`src/rtl/spi_cntrl.sv`:
```
// -----------------------------------------------------------------------------
// spi_cntrl -- single-byte SPI master (mode 0), MSB first, optional chip-select
// hold for multi-byte transactions.
//
// Configuration macro:
//   SPI_CNTRL_CS_GAP_EN  When defined, SPI_CS is kept high for HALF cycles
//                        (state GAP) after it rises, and start is ignored
//                        during that time.
//
// Parameters:
//   CLK_FREQUENCY   system clock frequency in Hz
//   SCLK_FREQUENCY  SPI clock frequency in Hz
//   HALF = CLK_FREQUENCY / (2*SCLK_FREQUENCY) clk cycles per SCLK phase (>= 2)
//
// Ports:
//   clk            system clock, rising edge
//   rst            asynchronous active-high reset
//   start          request to transfer one byte (ignored while busy)
//   data_to_send   byte shifted out MSB first, sampled when start is accepted
//   hold_cs        keep SPI_CS low after the current byte completes
//   SPI_MISO       serial data from the subunit
//   SPI_SCLK       SPI clock, idle low
//   SPI_MOSI       serial data to the subunit, 1 when idle
//   SPI_CS         active-low chip select
//   busy           high while a byte is being shifted
//   done           one-cycle pulse when a byte completes
//   data_received  last byte captured from SPI_MISO
// -----------------------------------------------------------------------------
module spi_cntrl #(
    parameter int CLK_FREQUENCY  = 100_000_000,
    parameter int SCLK_FREQUENCY = 500_000
) (
    input  logic       clk,
    input  logic       rst,
    input  logic       start,
    input  logic [7:0] data_to_send,
    input  logic       hold_cs,
    input  logic       SPI_MISO,
    output logic       SPI_SCLK,
    output logic       SPI_MOSI,
    output logic       SPI_CS,
    output logic       busy,
    output logic       done,
    output logic [7:0] data_received
);

    localparam int HALF  = CLK_FREQUENCY / (2 * SCLK_FREQUENCY);
    // Guard the width so an illegal HALF reaches the $fatal below cleanly.
    localparam int CNT_W = (HALF < 2) ? 1 : $clog2(HALF + 1);
    localparam logic [CNT_W-1:0] HALF_LAST = CNT_W'(HALF - 1);

    if (HALF < 2) begin : g_half_chk
        $fatal(1, "spi_cntrl: HALF = %0d, must be at least 2", HALF);
    end

    typedef enum logic [2:0] {
        IDLE,
        LOW,
        HIGH,
        HOLD,
        GAP
    } state_t;

    state_t           state_q, state_d;
    logic [CNT_W-1:0] half_cnt_q, half_cnt_d;
    logic [2:0]       bit_cnt_q, bit_cnt_d;
    logic [7:0]       tx_q, tx_d;
    logic [7:0]       rx_q, rx_d;
    logic [7:0]       rx_out_q, rx_out_d;
    logic             cs_q, cs_d;
    logic             sclk_q, sclk_d;
    logic             busy_q, busy_d;
    logic             done_q, done_d;

    always_comb begin
        state_d    = state_q;
        half_cnt_d = half_cnt_q;
        bit_cnt_d  = bit_cnt_q;
        tx_d       = tx_q;
        rx_d       = rx_q;
        rx_out_d   = rx_out_q;
        cs_d       = cs_q;
        sclk_d     = sclk_q;
        busy_d     = busy_q;
        done_d     = 1'b0;

        case (state_q)
            IDLE: begin
                cs_d   = 1'b1;
                sclk_d = 1'b0;
                busy_d = 1'b0;
                if (start) begin
                    tx_d       = data_to_send;
                    half_cnt_d = '0;
                    bit_cnt_d  = '0;
                    cs_d       = 1'b0;
                    busy_d     = 1'b1;
                    state_d    = LOW;
                end
            end

            LOW: begin
                if (half_cnt_q == HALF_LAST) begin
                    half_cnt_d = '0;
                    sclk_d     = 1'b1;
                    state_d    = HIGH;
                end else begin
                    half_cnt_d = half_cnt_q + CNT_W'(1);
                end
            end

            HIGH: begin
                // Sample MISO one clk after SCLK rose; the subunit drives
                // on the falling edge so the line is stable here.
                if (half_cnt_q == '0) begin
                    rx_d = {rx_q[6:0], SPI_MISO};
                end
                if (half_cnt_q == HALF_LAST) begin
                    half_cnt_d = '0;
                    sclk_d     = 1'b0;
                    if (bit_cnt_q == 3'd7) begin
                        bit_cnt_d = '0;
                        rx_out_d  = rx_q;
                        done_d    = 1'b1;
                        busy_d    = 1'b0;
                        if (hold_cs) begin
                            state_d = HOLD;
                        end else begin
                            cs_d = 1'b1;
`ifdef SPI_CNTRL_CS_GAP_EN
                            state_d = GAP;
`else
                            state_d = IDLE;
`endif
                        end
                    end else begin
                        tx_d      = {tx_q[6:0], 1'b0};
                        bit_cnt_d = bit_cnt_q + 3'd1;
                        state_d   = LOW;
                    end
                end else begin
                    half_cnt_d = half_cnt_q + CNT_W'(1);
                end
            end

            HOLD: begin
                cs_d   = 1'b0;
                sclk_d = 1'b0;
                busy_d = 1'b0;
                // A new byte wins over releasing CS; CS then releases after it.
                if (start) begin
                    tx_d       = data_to_send;
                    half_cnt_d = '0;
                    bit_cnt_d  = '0;
                    busy_d     = 1'b1;
                    state_d    = LOW;
                end else if (!hold_cs) begin
                    cs_d    = 1'b1;
`ifdef SPI_CNTRL_CS_GAP_EN
                    half_cnt_d = '0;
                    state_d    = GAP;
`else
                    state_d    = IDLE;
`endif
                end
            end

            GAP: begin
                cs_d   = 1'b1;
                sclk_d = 1'b0;
                busy_d = 1'b0;
                if (half_cnt_q == HALF_LAST) begin
                    half_cnt_d = '0;
                    state_d    = IDLE;
                end else begin
                    half_cnt_d = half_cnt_q + CNT_W'(1);
                end
            end

            default: begin
                state_d    = IDLE;
                half_cnt_d = '0;
                bit_cnt_d  = '0;
                cs_d       = 1'b1;
                sclk_d     = 1'b0;
                busy_d     = 1'b0;
            end
        endcase
    end

    always_ff @(posedge clk or posedge rst) begin
        if (rst) begin
            state_q    <= IDLE;
            half_cnt_q <= '0;
            bit_cnt_q  <= '0;
            tx_q       <= '0;
            rx_q       <= '0;
            rx_out_q   <= '0;
            cs_q       <= 1'b1;
            sclk_q     <= 1'b0;
            busy_q     <= 1'b0;
            done_q     <= 1'b0;
        end else begin
            state_q    <= state_d;
            half_cnt_q <= half_cnt_d;
            bit_cnt_q  <= bit_cnt_d;
            tx_q       <= tx_d;
            rx_q       <= rx_d;
            rx_out_q   <= rx_out_d;
            cs_q       <= cs_d;
            sclk_q     <= sclk_d;
            busy_q     <= busy_d;
            done_q     <= done_d;
        end
    end

    assign SPI_CS        = cs_q;
    assign SPI_SCLK      = sclk_q;
    assign SPI_MOSI      = cs_q ? 1'b1 : tx_q[7];
    assign busy          = busy_q;
    assign done          = done_q;
    assign data_received = rx_out_q;

endmodule

```
`config.mk`:
```
export PLATFORM = sky130hd
export DESIGN_NAME = spi_cntrl
export DESIGN_NICKNAME = d
export VERILOG_FILES = /design/src/rtl/spi_cntrl.sv
export SDC_FILE = /design/constraint.sdc
export NUM_CORES = 1
export LEC_CHECK = 0
export ABC_AREA = 0
export CORE_MARGIN = 2
export CORE_UTILIZATION = 40
export CTS_CLUSTER_DIAMETER = 120
export DETAILED_ROUTE_END_ITERATION = 8
export PLACE_DENSITY = 0.57
export SLEW_MARGIN = 10
export SYNTH_ARGS = -nofsm -noshare
export SYNTH_HDL_FRONTEND = slang
export SYNTH_SLANG_ARGS = --single-unit
```
`constraint.sdc`:
```
create_clock -name clk -period 4.9 [get_ports clk]
set_clock_uncertainty 0.15 [all_clocks]
set_input_delay 0.49 -clock clk [delete_from_list [all_inputs] [get_ports clk]]
set_output_delay 0.49 -clock clk [all_outputs]
set_load 0.05 [all_outputs]
```
==> run notes <==
Notes on the physical implementation.

- The estimated wirelength of the detail-placed design is 2770 microns, for reference.
- For the worst-skew pair, the clock arrives at the later sink with an insertion delay of 0.29 ns.
- The run finished with clean final reports.
- The post-CTS setup buffer count is 0, for reference.
- According to the Yosys statistics, the synthesized design has a chip area of 2010 sq um.
- The plain and repair buffers instantiated in the layout total 26.
- Hold analysis shows the worst path with a depth of 1.
- The launch point of the worst path is state_q[0], for reference.
- The final weighted congestion recorded by global placement is 0.780.
- The post-route cell area is 2420 sq um, for reference.
- The type of element capturing the critical path is a flip-flop, for reference.
- STA shows the worst reg2reg path with a cell count of 6.
- The power dissipated in sequential cells is 330 uW, for reference.
- Per Yosys stat, the portion of area used by sequential elements is 49.8%.
- The number of non-filler instances in the completed layout is 271, for reference.
- The required time reported for the critical path endpoint is 4.94 ns, for reference.
- The placed instance area is 2310 sq um, for reference.
- Per the cell usage report, the commonest logic cells after layout are sky130_fd_sc_hd__dfrtp_1, sky130_fd_sc_hd__clkdlybuf4s50_1, sky130_fd_sc_hd__mux2_2, sky130_fd_sc_hd__a21oi_1.
- The number of flops mapped to enable cells by yosys is 0, for reference.
- The placeable core region is 4790 sq um, for reference.
- The number of nets with antenna violations after detailed routing is 0, for reference.
- Each instance of the synthesized netlist takes up on average 11.4 sq um.
- The detailed router used layers up to and including met4.
- The peak ir drop on the vdd network is 0.106 mV, for reference.
- After global routing, the most crowded layer is met2.
- The tap cell count is 67, for reference.
- The biggest area contributor in the post-synthesis netlist is sky130_fd_sc_hd__dfrtp_1.
- The post-route worst hold slack is 0.356 ns, for reference.
- Summed over all combinational cells, the power is 18.6 uW.
- For this block, wires on met1 add up to 1840 microns.
- In the final layout, flip-flops and latches take up 41.5% of the cell area.
- In this run, the synthesized area fraction spent on and/or/nand/nor cells is recorded as 11.4%.
- The setup slack after layout is 2.32 ns, for reference.
- The average wire length per cell after detail routing is 15.0 microns, for reference.
- The critical path goes through inv_1 -> ha_1 -> nor2_1 -> nor2_1 -> a21boi_0 -> a41o_1.
- Entering global routing, the biggest net connects 41 pins.
- The fraction of synthesized cell area taken by the top area cell type is 48.5%, for reference.
- In the final report, the number of endpoints failing setup comes to 0.
- By count the netlist is led by sky130_fd_sc_hd__dfrtp_1, sky130_fd_sc_hd__mux2_2, sky130_fd_sc_hd__a21oi_1.
- The relative slew slack is 42.5%, for reference.
- The gate-level netlist out of Yosys references 38 unique cell types.
- The worst hold-check path type is flip-flop to flip-flop, for reference.
- The portion of total power attributed to the clock network is 43.4%, for reference.
- The utilization after layout is 50.5%, for reference.
- The setup path with the least slack is of type flip-flop to flip-flop.
- The leading cell type by number of instances after synthesis is sky130_fd_sc_hd__dfrtp_1, for reference.
- The count of cell instances traversed by the critical path is 6, for reference.
- The row count is 25, for reference.
- The sort of element at the start of the critical path is a flip-flop, for reference.
- The layout report lists the multi-input gate area as 936 sq um.
- The detailed-route vias per instance is 5.45, for reference.
[worst reg2reg max path, cell delays in order (launching register included)]
cell,delay [ns]
sky130_fd_sc_hd__dfrtp_1,0.39
sky130_fd_sc_hd__inv_1,0.09
sky130_fd_sc_hd__ha_1,0.86
sky130_fd_sc_hd__nor2_1,0.29
sky130_fd_sc_hd__nor2_1,0.31
sky130_fd_sc_hd__a21boi_0,0.16
sky130_fd_sc_hd__a41o_1,0.23
[worst min path at each step]
stage / endpoint / slack, ns / from
floorplan: tx_q[0] / 0.32 / tx_q[0]
global placement: tx_q[0] / 0.33 / tx_q[0]
detailed placement: tx_q[0] / 0.34 / tx_q[0]
CTS: tx_q[0] / 0.36 / tx_q[0]
global route: data_received[5] / 0.37 / data_received[5]
finish: tx_q[0] / 0.36 / tx_q[0]
### Metal 1

The bar under the picture is 20 microns long. Supply wires on this layer in gray.
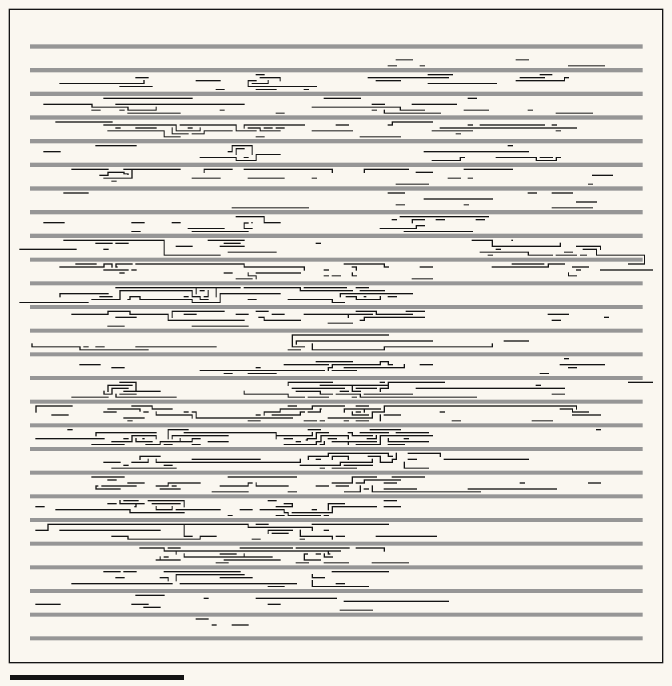
share of all routed wire: 45%
main direction: horizontal
wire length on this layer: 1840 microns
longest straight run: 23.0 microns
vias post-DR: 1478
global routing met1 resource utilization: 22.6%
Routed Wire Length: 4060 microns

### M2 wires

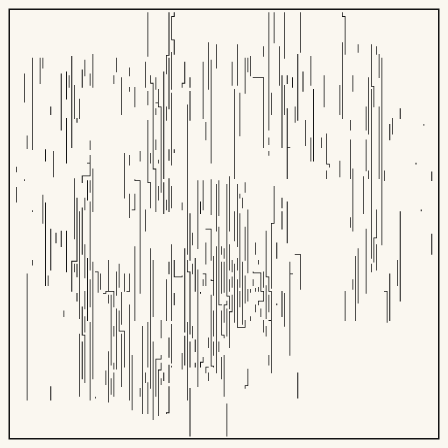
nets with wire on the layer: 190
wire length on this layer: 2000 microns
met2 Resource Use GR: 27.7%

### Metal 3

The bar under the picture is 20 microns long. Cells faint in the background.
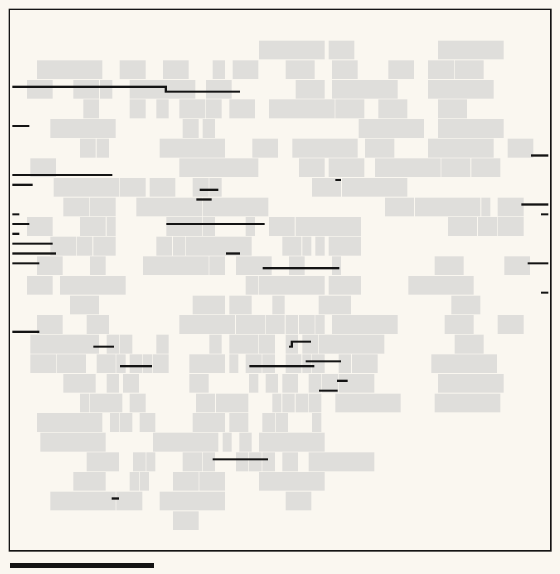
main direction: horizontal
longest straight run: 21.2 microns
nets with wire on the layer: 26
wire length on this layer: 146 microns

### Clock routing

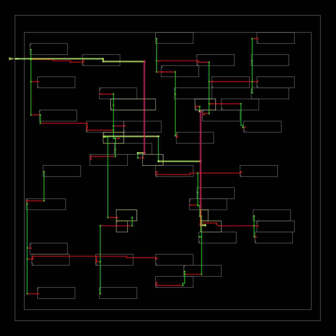
number of sinks handled by clock tree synthesis: 40
clock buffers: 5
Num CTS Buffers: 5
flop count: 40
power dissipated in the clock network: 268 uW

### Gate families picked out

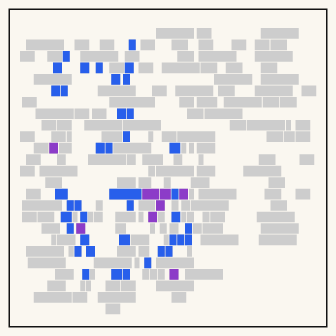
[blue] inverting AOI/OAI gates | cells: 40
[purple] AND and OR gates | cells: 8 | where: middle

Power and IR drop assume default switching activity.
